run_1/wires.png
The bar under the picture is 10 um long.
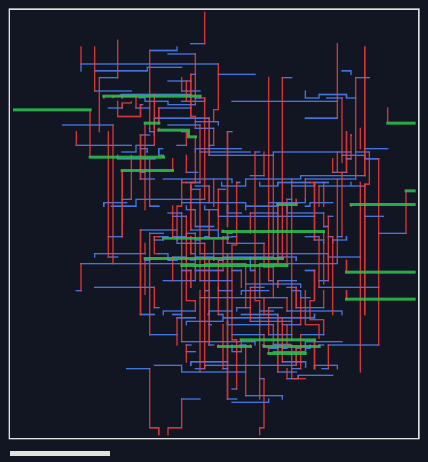
run_1/clocks.png
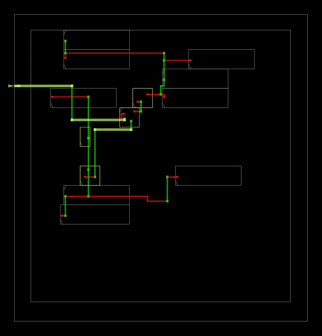
run_1/io_fan.png
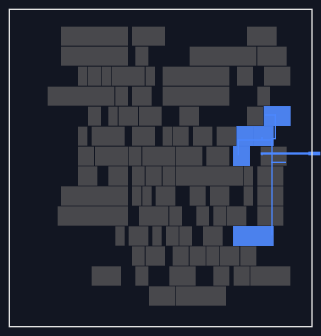
$ cat config.mk
export PLATFORM = sky130hd
export DESIGN_NAME = asi_arb
export DESIGN_NICKNAME = d
export VERILOG_FILES = /design/src/rtl/asi_pkg.sv /design/src/rtl/asi_arb.sv
export SDC_FILE = /design/constraint.sdc
export NUM_CORES = 1
export LEC_CHECK = 0
export CAP_MARGIN = 20
export CORE_AREA = 2 2 39 41
export DETAILED_ROUTE_END_ITERATION = 8
export DIE_AREA = 0 0 41 43
export GPL_TIMING_DRIVEN = 0
export PLACE_DENSITY = 0.81
export SYNTH_ARGS = -nofsm -noshare
export SYNTH_HDL_FRONTEND = slang
export SYNTH_SLANG_ARGS = --single-unit
$ cat constraint.sdc
create_clock -name clk -period 2.6 [get_ports clk]
set_input_delay 0.78 -clock clk [delete_from_list [all_inputs] [get_ports clk]]
set_output_delay 0.78 -clock clk [all_outputs]
set_load 0.02 [all_outputs]
$ cat src/rtl/asi_pkg.sv
// Shared ASI types: arbiter state encoding, arbitration modes and side labels.
package asi_pkg;

    typedef enum logic [2:0] {
        IDLE,
        R_GNT,
        R_DRAIN,
        W_GNT,
        W_DRAIN
    } ARB_STATE;

    typedef enum logic {
        R = 1'b0,
        W = 1'b1
    } ARB_SIDE;

    localparam int ARB_WPRI = 0;
    localparam int ARB_RPRI = 1;
    localparam int ARB_RR   = 2;

    function automatic ARB_SIDE arb_other(input ARB_SIDE s);
        return (s == R) ? W : R;
    endfunction

endpackage

$ cat src/rtl/asi_arb.sv
// Read/write arbiter for the shared single-port user memory: burst-atomic grants,
// limited to QUANTUM bursts per grant, with a sticky protocol-violation flag.
module asi_arb
    import asi_pkg::*;
#(
    parameter int ARB_MODE = ARB_WPRI,
    parameter int QUANTUM  = 4,
    parameter int QW       = (QUANTUM > 0) ? $clog2(QUANTUM + 1) : 1
) (
    input  logic clk,
    input  logic rst_n,
    input  logic r_req,
    input  logic r_busy,
    output logic r_granted,
    input  logic w_req,
    input  logic w_busy,
    output logic w_granted,
    output logic arb_idle,
    output logic arb_err
);

    localparam int CW = (QW < 1) ? 1 : QW;

    ARB_STATE        state_q, state_d;
    logic [CW-1:0]   cnt_q, cnt_d;
    logic            qexp_q, qexp_d;
    ARB_SIDE         last_q, last_d;
    logic            err_q, err_d;

    ARB_SIDE         winner;
    logic            r_acc, w_acc;
    logic            r_side, w_side;
    logic [CW-1:0]   cnt_inc;
    logic            q_last;

    // Outputs decode the state register only.
    assign r_granted = (state_q == R_GNT);
    assign w_granted = (state_q == W_GNT);
    assign arb_idle  = (state_q == IDLE);
    assign arb_err   = err_q;

    assign r_acc   = r_req & r_granted;
    assign w_acc   = w_req & w_granted;
    assign r_side  = (state_q == R_GNT) || (state_q == R_DRAIN);
    assign w_side  = (state_q == W_GNT) || (state_q == W_DRAIN);
    assign cnt_inc = (&cnt_q) ? cnt_q : cnt_q + CW'(1);
    assign q_last  = (QUANTUM != 0) && (int'(cnt_q) == QUANTUM - 1);

    // An expired quantum forces a hand-over regardless of the configured mode.
    always_comb begin
        winner = W;
        if (r_req && !w_req) begin
            winner = R;
        end else if (w_req && !r_req) begin
            winner = W;
        end else if (qexp_q) begin
            winner = arb_other(last_q);
        end else begin
            case (ARB_MODE)
                ARB_RPRI: winner = R;
                ARB_RR:   winner = arb_other(last_q);
                default:  winner = W;
            endcase
        end
    end

    always_comb begin
        state_d = state_q;
        cnt_d   = cnt_q;
        qexp_d  = qexp_q;
        last_d  = last_q;
        err_d   = err_q | (r_busy & w_busy) | (r_busy & ~r_side) | (w_busy & ~w_side);

        case (state_q)
            IDLE: begin
                if (r_req || w_req) begin
                    cnt_d   = '0;
                    qexp_d  = 1'b0;
                    state_d = (winner == R) ? R_GNT : W_GNT;
                end
            end
            R_GNT: begin
                if (r_acc) begin
                    last_d = R;
                    cnt_d  = cnt_inc;
                    if (q_last) begin
                        state_d = R_DRAIN;
                        qexp_d  = 1'b1;
                    end
                end else if (!r_req && !r_busy) begin
                    state_d = IDLE;
                end
            end
            R_DRAIN: begin
                if (!r_busy) state_d = IDLE;
            end
            W_GNT: begin
                if (w_acc) begin
                    last_d = W;
                    cnt_d  = cnt_inc;
                    if (q_last) begin
                        state_d = W_DRAIN;
                        qexp_d  = 1'b1;
                    end
                end else if (!w_req && !w_busy) begin
                    state_d = IDLE;
                end
            end
            W_DRAIN: begin
                if (!w_busy) state_d = IDLE;
            end
            default: state_d = IDLE;
        endcase
    end

    // Last side starts as W so that round-robin serves R first.
    always_ff @(posedge clk or negedge rst_n) begin
        if (!rst_n) begin
            state_q <= IDLE;
            cnt_q   <= '0;
            qexp_q  <= 1'b0;
            last_q  <= W;
            err_q   <= 1'b0;
        end else begin
            state_q <= state_d;
            cnt_q   <= cnt_d;
            qexp_q  <= qexp_d;
            last_q  <= last_d;
            err_q   <= err_d;
        end
    end

endmodule

==> impl_metrics.yaml, run 1 <==
# synthesis and place-and-route metrics
final_timing:
  totalNegativeSetupSlack_ns: 0
  skew_ns: 0.004351
  slew_headroom: 0.7141
  finalCriticalPeriod_ns: 2.530
  fmax_mhz: 395.3
layout:
  reg_top3: "cnt_q (3), state_q (3)"
  final_core_util: 0.6058
  insertedDiodeCount: 0
  syn2layout_area_growth_pct: 18.17
placement:
  hpwl_um: 1029
clock_tree:
  cts_tree: "yes"
  ctsResizeCount: 0
  post-cts-setup-buffer-count: 0
  clock_path_buffers: 2
  hold_buffers: 0
  numClockSinks: 9
  clock-root-buffer: "clkbuf_4"
synthesis:
  ff_type: "dfrtp_1"
  yosys-top-cells-count: "8 x dfrtp_1, 7 x nand2b_1, 5 x a21oi_1, 5 x o21ai_0"
  largest_area_cell: "dfrtp_1"
  top_cell_area_share: 0.2822
  synth-async-reset-ratio: 1.000
  avgSynthCellArea_sq_um: 9.213
  edf_count: 0
  yosysUniqueCellTypes: 36
  netlist_instances: 77
critical_path:
  worstReg2RegEnd: "state_q[1]"
  crit_start: "state_q[1]"
  critical-path-top-delay-family: "buffers and inverters"
  crit_arrival_ns: 1.75
  cp_slowest_stage_delay_ns: 0.63
  path_max_fanout: 10
power:
  p_clk_mw: 0.105
  p_sw_frac: 0.4037
  p_comb_mw: 0.532
  internal_power_mw: 0.5130
  clockPowerShare: 0.122
  power_frac_comb: 0.619
  leakagePower_nw: 0.3648
  p_seq_mw: 0.224
outcome:
  outcome: "finished, final reports clean"
global_routing:
  antenna_found_initial: 0
  grt_max_degree: 11
min_path:
  hold_start: "arb_err"
  worstHoldPathType: "reg2reg"
route:
  viasPerCell: 5.971
floorplanning:
  die_h_um: 43
  rows: 14
job:
  warnings: 27
## Picture notes: wires.png
legend:
  green:
    layer: metal 3
    wire_length: 121 um
  red:
    layer: metal 2
    wire_length: 733 um
  blue:
    layer: metal 1
    wire_length: 580 um
GRT Total Usage: 0.1821
WL final: 1433 um

## Picture notes: clocks.png
TritonCTS Buffers: 3
CLK BUF: 4

## Picture notes: io_fan.png
legend:
  blue:
    port: `w_busy`
    bits: 1
    direction: input
    edge: east
    end_cells: 5
    buffers: 1
    wire: 33.5 um
IO buf count: 8
I/O pin total: 10

-- run 1: cells by family (layout without fill, tap and decap cells) --
kind of cell	after synthesis	after routing	share of synthesized area
fa+ha+maj	4	4	0.06879
buf+inv	10	22	0.1076
simple gates	31	31	0.2769
mux	2	2	0.02822
flops	9	9	0.3192
compound gates	21	21	0.1993
-- run 1: how the worst min path moves through the flow --
stage                          end  slack, ns  cells past startpoint
final                      arb_err       0.47                      1
after global routing       arb_err       0.50                      1
after floorplan           cnt_q[0]       0.45                      1
after CTS                  arb_err       0.47                      1
after global placement     arb_err       0.45                      1
after detailed placement   arb_err       0.46                      1
-- run 1: layer usage --
layer | part of all wire | track usage | vias up | routed length (um)
li1 | - | - | 297 | -
met1 | 0.40 | 0.2282 | 295 | 579
met2 | 0.51 | 0.2938 | 35 | 732
met3 | 0.084 | 0.04712 | 0 | 121
met4 | 0 | 0.05333 | 0 | 0
met5 | 0 | 0 | - | 0
-- run 1: cell type report --
cell class	instances	area, sq um
Fill cell	132	545.5
Multi-Input combinational cell	58	406.6
Sequential cell	9	226.5
Timing Repair Buffer	8	82.58
Buffer	6	61.31
Clock buffer	4	26.28
Tap cell	16	20.02
Inverter	4	15.01
-- run 1: through the flow --
step | std cells | hold WS, ns | setup WS, ns | cell area [sq um] | power [mW]
final | 105 | 0.4674 | 0.07039 | 838.3 | 0.8604
after global routing | 105 | 0.4954 | 0.003443 | 838.3 | 0.9282
after CTS | 105 | 0.4712 | 0.04378 | 835.8 | 0.8627
after detailed placement | 101 | 0.4563 | 0.3178 | 809.5 | 0.7530
after global placement | 101 | 0.4508 | 0.3224 | 809.5 | 0.7396
after floorplan | 77 | 0.4461 | 0.6730 | 709.4 | 0.6187
## Run 2: what changed since run 1
ABC_AREA = 1   (was not set)
PLACE_DENSITY = 0.71   (was 0.81)
run_2/sizes.png
The bar under the picture is 10 um long.
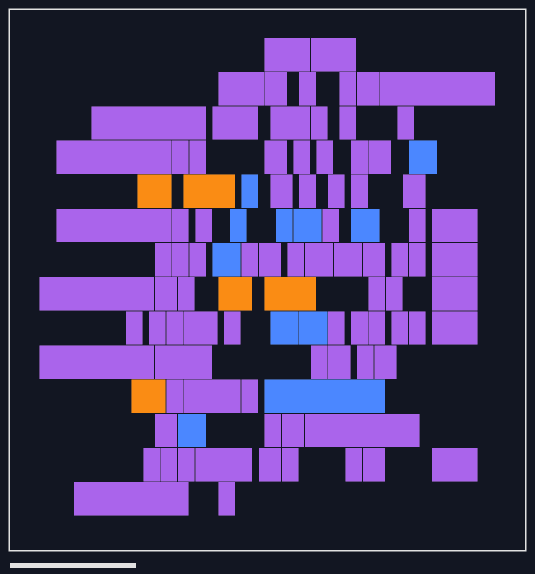
legend:
  purple:
    size: _0 and _1 cells
    cells: 86
    share: 84%
  orange:
    size: _3 and _4 cells
    cells: 5
    share: 4.9%
  blue:
    size: _2 cells
    cells: 11
    share: 11%
Area Growth Syn to Fin: 22.06%
Final Worst Setup Slack: 0.1207 ns
post-layout instance area: 754.5 sq um

run_2/io_fan.png
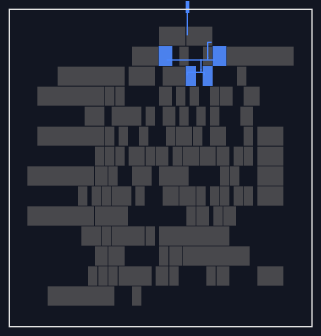
IO buf count: 9

==> run 2 against run 1 <==
Compared with the run above: synthesized cell count increased by 16%; setup slack improved by 0.050 ns; wire length decreased by 10%; critical path depth decreased by 1; flip-flop count unchanged; hold slack improved by 0.021 ns; combinational power decreased by 14%; maximum frequency increased by 2.0%; via count decreased by 6.7%; design area decreased by 10%.
==> impl_metrics.yaml, run 2 <==
# synthesis and place-and-route metrics
outcome:
  outcome: "finished, final reports clean"
clock_tree:
  hold_buffers: 0
  insertion_delay_ns: 0.27
  cts_buffers: 3
  post-cts-setup-buffer-count: 0
  numClockSinks: 9
  clock-root-buffer: "clkbuf_4"
  ctsResizeCount: 0
  h-tree-depth: 1
  cts_tree: "yes"
  clock_path_buffers: 2
synthesis:
  largest_area_cell: "dfrtp_1"
  netlist_instances: 89
  synth-async-reset-ratio: 1.000
  yosysUniqueCellTypes: 18
  yosys-top-cells-count: "31 x nand2_1, 9 x nand3_1, 8 x dfrtp_1, 8 x nor2_1, 7 x inv_1"
  edf_count: 0
  synth-seq-area-share: 0.3664
  ff_type: "dfrtp_1"
  top_cell_area_share: 0.3239
  most_common_cell: "nand2_1"
  avgSynthCellArea_sq_um: 6.945
  yosysWarnings: 0
  synth_area_sq_um: 618.1
  area_leaders: "dfrtp_1 32%, nand2_1 19%, nand3_1 7.3%, ha_1 6.1%, nor2_1 4.9%"
placement:
  preCtsSetupSlack_ns: 0.4044
  hpwl_um: 988.5
  place_inst: 114
  placed_cell_area_sq_um: 728.2
route:
  wl_met3_um: 54
  drt-met1-wl_um: 607
  met2_length_um: 590
  top_layer: "met4"
  drt_first_pass_iters: 4
  drt_wl_total_um: 1286
  drt_iter0_markers: 6
  viasPerCell: 4.958
global_routing:
  antenna_found_initial: 0
  grtUsageTotal: 0.1913
  globalRouteOverflowTotal: 0
  grt_max_degree: 10
  grt_pass1_wl_um: 2173
  first_global_vias: 524
final_timing:
  worst_pin_slew_ns: 0.4305
  fin_hold_ws_ns: 0.4883
  finalSetupViolCount: 0
  slew_viol_final: 0
  totalNegativeSetupSlack_ns: 0
  fmax_mhz: 403.3
  finalHoldViolations: 0
  slew_headroom: 0.7121
  finalCriticalPeriod_ns: 2.479
  skew_ns: 0.007009
min_path:
  worstHoldPathType: "reg2reg"
  hold_path_depth: 2
layout:
  insertedDiodeCount: 0
  reg_top3: "cnt_q (3), state_q (3)"
  final_core_util: 0.5452
  stdcell_count: 118
  nFillCells: 136
  drive_gt1_frac: 0.1569
critical_path:
  worst_path_max_delay_cell: "clkdlybuf4s50_1"
  critical-path-top-delay-family: "buffers and inverters"
  critPathKind: "reg2out"
  cp_slowest_stage_delay_ns: 0.66
  path_buffers: 1
  reg2regPathDepth: 9
  cp_num_cells: 3
  endpoint_kind: "output port"
  critPathLaunchType: "flop"
  crit_arrival_ns: 1.70
  path_max_fanout: 7
  worstPathRequired_ns: 1.82
floorplanning:
  io_pins: 10
  die_h_um: 43
  rows: 14
power:
  ir_drop_mv: 0.5848
  leakagePower_nw: 0.3834
  power_mw: 0.8133
  power_density_nw_per_um2: 1078
job:
  cap_violations: 0
  warnings: 27
## run 2: cell types whose count changed in the layout (fill, tap and decap cells not counted), moves of 3 or more
cell / delta
nand2_1: +27
nand2b_1: -7
nand3_1: +7
nor2_1: +5
nor2_2: +4
buf_6: -3
inv_1: +3
inv_2: +3
nand2_2: +3
o21ai_0: -3
## run 2: logic make-up (layout without fill, tap and decap cells)
| group | Yosys count | in the layout | synth area share |
|---|---|---|---|
| DFF | 9 | 9 | 0.3664 |
| and+or+nand+nor | 60 | 60 | 0.4494 |
| adders and majority gates | 3 | 3 | 0.06074 |
| buffers and inverters | 10 | 23 | 0.06074 |
| AOI/OAI and AO/OA | 7 | 7 | 0.06274 |
## run 2: area by class of cell
| type | instances | area, sq um | area share |
|---|---|---|---|
| timing repair buffer | 9 | 90.09 | 0.1194 |
| multi-input combinational | 70 | 354.1 | 0.4693 |
| inverter | 10 | 37.54 | 0.04975 |
| clock buffer | 4 | 26.28 | 0.03483 |
| sequential | 9 | 226.5 | 0.3002 |
| tap | 16 | 20.02 | 0.02653 |
## run 2: report_power, final
group / internal [mW] / switching, mW
logic: 0.174 / 0.285
registers: 0.193 / 0.0500
clock network: 0.0593 / 0.0518
total: 0.426 / 0.387
## run 2: worst paths after layout
check	to	from	slack, ns
max	w_granted	state_q[1]	0.12
min	arb_err	arb_err	0.49
max reg2reg	state_q[1]	cnt_q[0]	1.19
min reg2reg	arb_err	arb_err	0.49
max in group asynchronous	last_q	rst_n	1.45
min in group asynchronous	state_q[2]	rst_n	0.82
## run 2: per-layer routing
metal  global-route usage  vias up
li1                     -      311
met1               0.2517      254
met2               0.2688       15
met3              0.04712        5
met4               0.1200        0
met5                    0        -
## Run 3: what changed since run 2
RECOVER_POWER = 50   (was not set)
run_3/io_fan.png
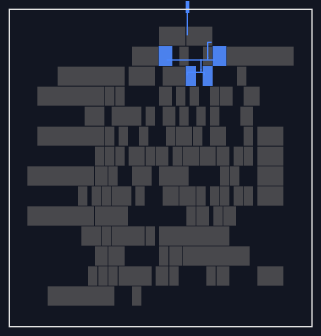
legend:
  blue:
    port: `w_busy`
    bits: 1
    direction: input
    edge: north
    end_cells: 4
    buffers: 1
    wire: 17.1 um

==> run 3 against run 2 <==
Compared with the run above: critical path type unchanged; critical path depth is the same; largest cell class unchanged; critical endpoint unchanged; final cell count did not move; largest power group unchanged; setup slack unchanged; first-iteration DRC count is the same.
==> impl_metrics.yaml, run 3 <==
# synthesis and place-and-route metrics
outcome:
  outcome: "finished, final reports clean"
clock_tree:
  clock_path_buffers: 2
  clkTransAtPathRegs_ns: 0.07
  cts_buffers: 3
  numClockSinks: 9
  insertion_delay_ns: 0.27
  hold_buffers: 0
  h-tree-depth: 1
  cts_tree: "yes"
  clock-root-buffer: "clkbuf_4"
  ctsResizeCount: 0
critical_path:
  r2r-start: "cnt_q[0]"
  path_max_fanout: 7
  worstReg2RegEnd: "state_q[1]"
  cp_slowest_stage_delay_ns: 0.66
  worst_path_max_delay_cell: "clkdlybuf4s50_1"
  crit_start: "state_q[1]"
  endpoint_kind: "output port"
  worstPathRequired_ns: 1.82
  reg2regPathDepth: 9
  endpoint: "w_granted"
  critPathKind: "reg2out"
  r2r_slack_ns: 1.19
synthesis:
  synth-async-reset-ratio: 1.000
  most_common_cell: "nand2_1"
  synth_area_sq_um: 618.1
  yosys-top-cells-count: "31 x nand2_1, 9 x nand3_1, 8 x dfrtp_1, 8 x nor2_1, 7 x inv_1"
  yosysUniqueCellTypes: 18
  ff_type: "dfrtp_1"
  netlist_instances: 89
  top_cell_area_share: 0.3239
  area_leaders: "dfrtp_1 32%, nand2_1 19%, nand3_1 7.3%, ha_1 6.1%, nor2_1 4.9%"
  largest_area_cell: "dfrtp_1"
  edf_count: 0
  avgSynthCellArea_sq_um: 6.945
  synth-seq-area-share: 0.3664
layout:
  reg_top3: "cnt_q (3), state_q (3)"
  logic_area_sq_um: 354.1
  seq_area_sq_um: 226.5
  syn2layout_area_growth_pct: 22.06
  nFillCells: 136
floorplanning:
  io_pins: 10
  rows: 14
  die_h_um: 43
power:
  power_mw: 0.8122
  ir_drop_mv: 0.5845
final_timing:
  slew_viol_final: 0
  worst_pin_slew_ns: 0.4343
  finalSetupViolCount: 0
  finalHoldViolations: 0
  slew_headroom: 0.7095
  fmax_mhz: 403.3
  skew_ns: 0.007009
global_routing:
  globalRouteOverflowTotal: 0
  grt_use_met1: 0.2517
  grt_busiest_layer: "met2"
  met2_usage: 0.2688
  grt_max_degree: 10
  grt_use_met3: 0.04712
  antenna_found_initial: 0
  grt_pass1_wl_um: 2173
  first_global_vias: 524
placement:
  portBuffers: 9
  hpwl_um: 988.5
job:
  cap_violations: 0
min_path:
  worstHoldPathType: "reg2reg"
route:
  drt_iter0_markers: 6
run_3/wires.png
The bar under the picture is 10 um long.
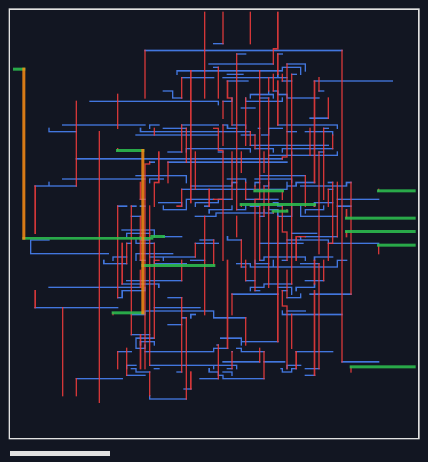
legend:
  green:
    layer: metal 3
    wire_length: 66.3 um
  orange:
    layer: metal 4
    wire_length: 33.3 um
  red:
    layer: metal 2
    wire_length: 590 um
  blue:
    layer: metal 1
    wire_length: 596 um
WL final: 1285 um
GRT Total Usage: 0.1913
WL/cell: 10.89 um
vias after detailed routing: 585

[run 3: where the power goes]
part,switching [mW],total [mW],internal (mW)
clock,0.0518,0.111,0.0593
sequential,0.0500,0.243,0.193
combinational,0.285,0.458,0.173
[run 3: cell type report]
class                   instances  area share
clock buffers                   4     0.03483
multi-input cells              70      0.4693
flip-flops and latches          9      0.3002
repair buffers                  9      0.1194
inverters                      10     0.04975
well taps                      16     0.02653
[run 3: logic make-up (layout without fill, tap and decap cells)]
kind of cell / count (synthesis) / after routing / share of synthesized area
buffers and inverters: 10 / 23 / 0.06074
and+or+nand+nor: 60 / 60 / 0.4494
AOI/OAI and AO/OA: 7 / 7 / 0.06274
adders and majority gates: 3 / 3 / 0.06074
DFF: 9 / 9 / 0.3664
[run 3: metal layers]
layer / up-vias / share of wire
met5: - / 0
met4: 0 / 0.026
met3: 5 / 0.051
met2: 15 / 0.46
met1: 254 / 0.46
li1: 311 / -
[run 3: through the flow]
stage          std cells  utilization  hold slack (ns)  worst slack (ns)  instance area, sq um
2_1_floorplan         89            -           0.4457             1.016                 618.1
3_3_place_gp         114       0.5262           0.4657            0.4322                 728.2
3_5_place_dp         114       0.5262           0.4783            0.4044                 728.2
4_1_cts              118       0.5452           0.4968            0.1144                 754.5
5_1_grt              118       0.5452           0.5214           0.03281                 754.5
6_report             118       0.5452           0.4883            0.1207                 754.5
[run 3: worst min path at each step]
stage / slack (ns) / end / cells after the start / start
after floorplan: 0.45 / cnt_q[1] / 2 / cnt_q[1]
after global placement: 0.47 / cnt_q[1] / 2 / cnt_q[1]
after detailed placement: 0.48 / cnt_q[1] / 2 / cnt_q[1]
after CTS: 0.50 / arb_err / 2 / arb_err
after global routing: 0.52 / cnt_q[1] / 2 / cnt_q[1]
final: 0.49 / arb_err / 2 / arb_err

==> notes/layouts.md <==
Pictures saved along the way, in no particular order.

Clock wires, drivers and flops.
panel A
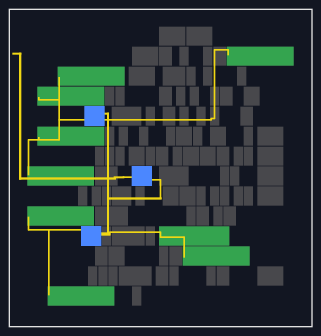
panel B
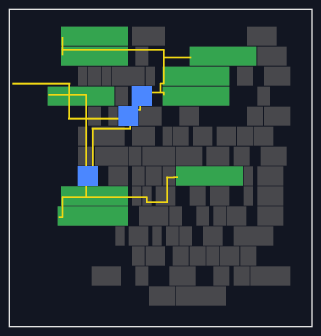
Run 2 is panel A.
Run 1 is panel B.

Power is estimated from default activity; no workload was simulated.
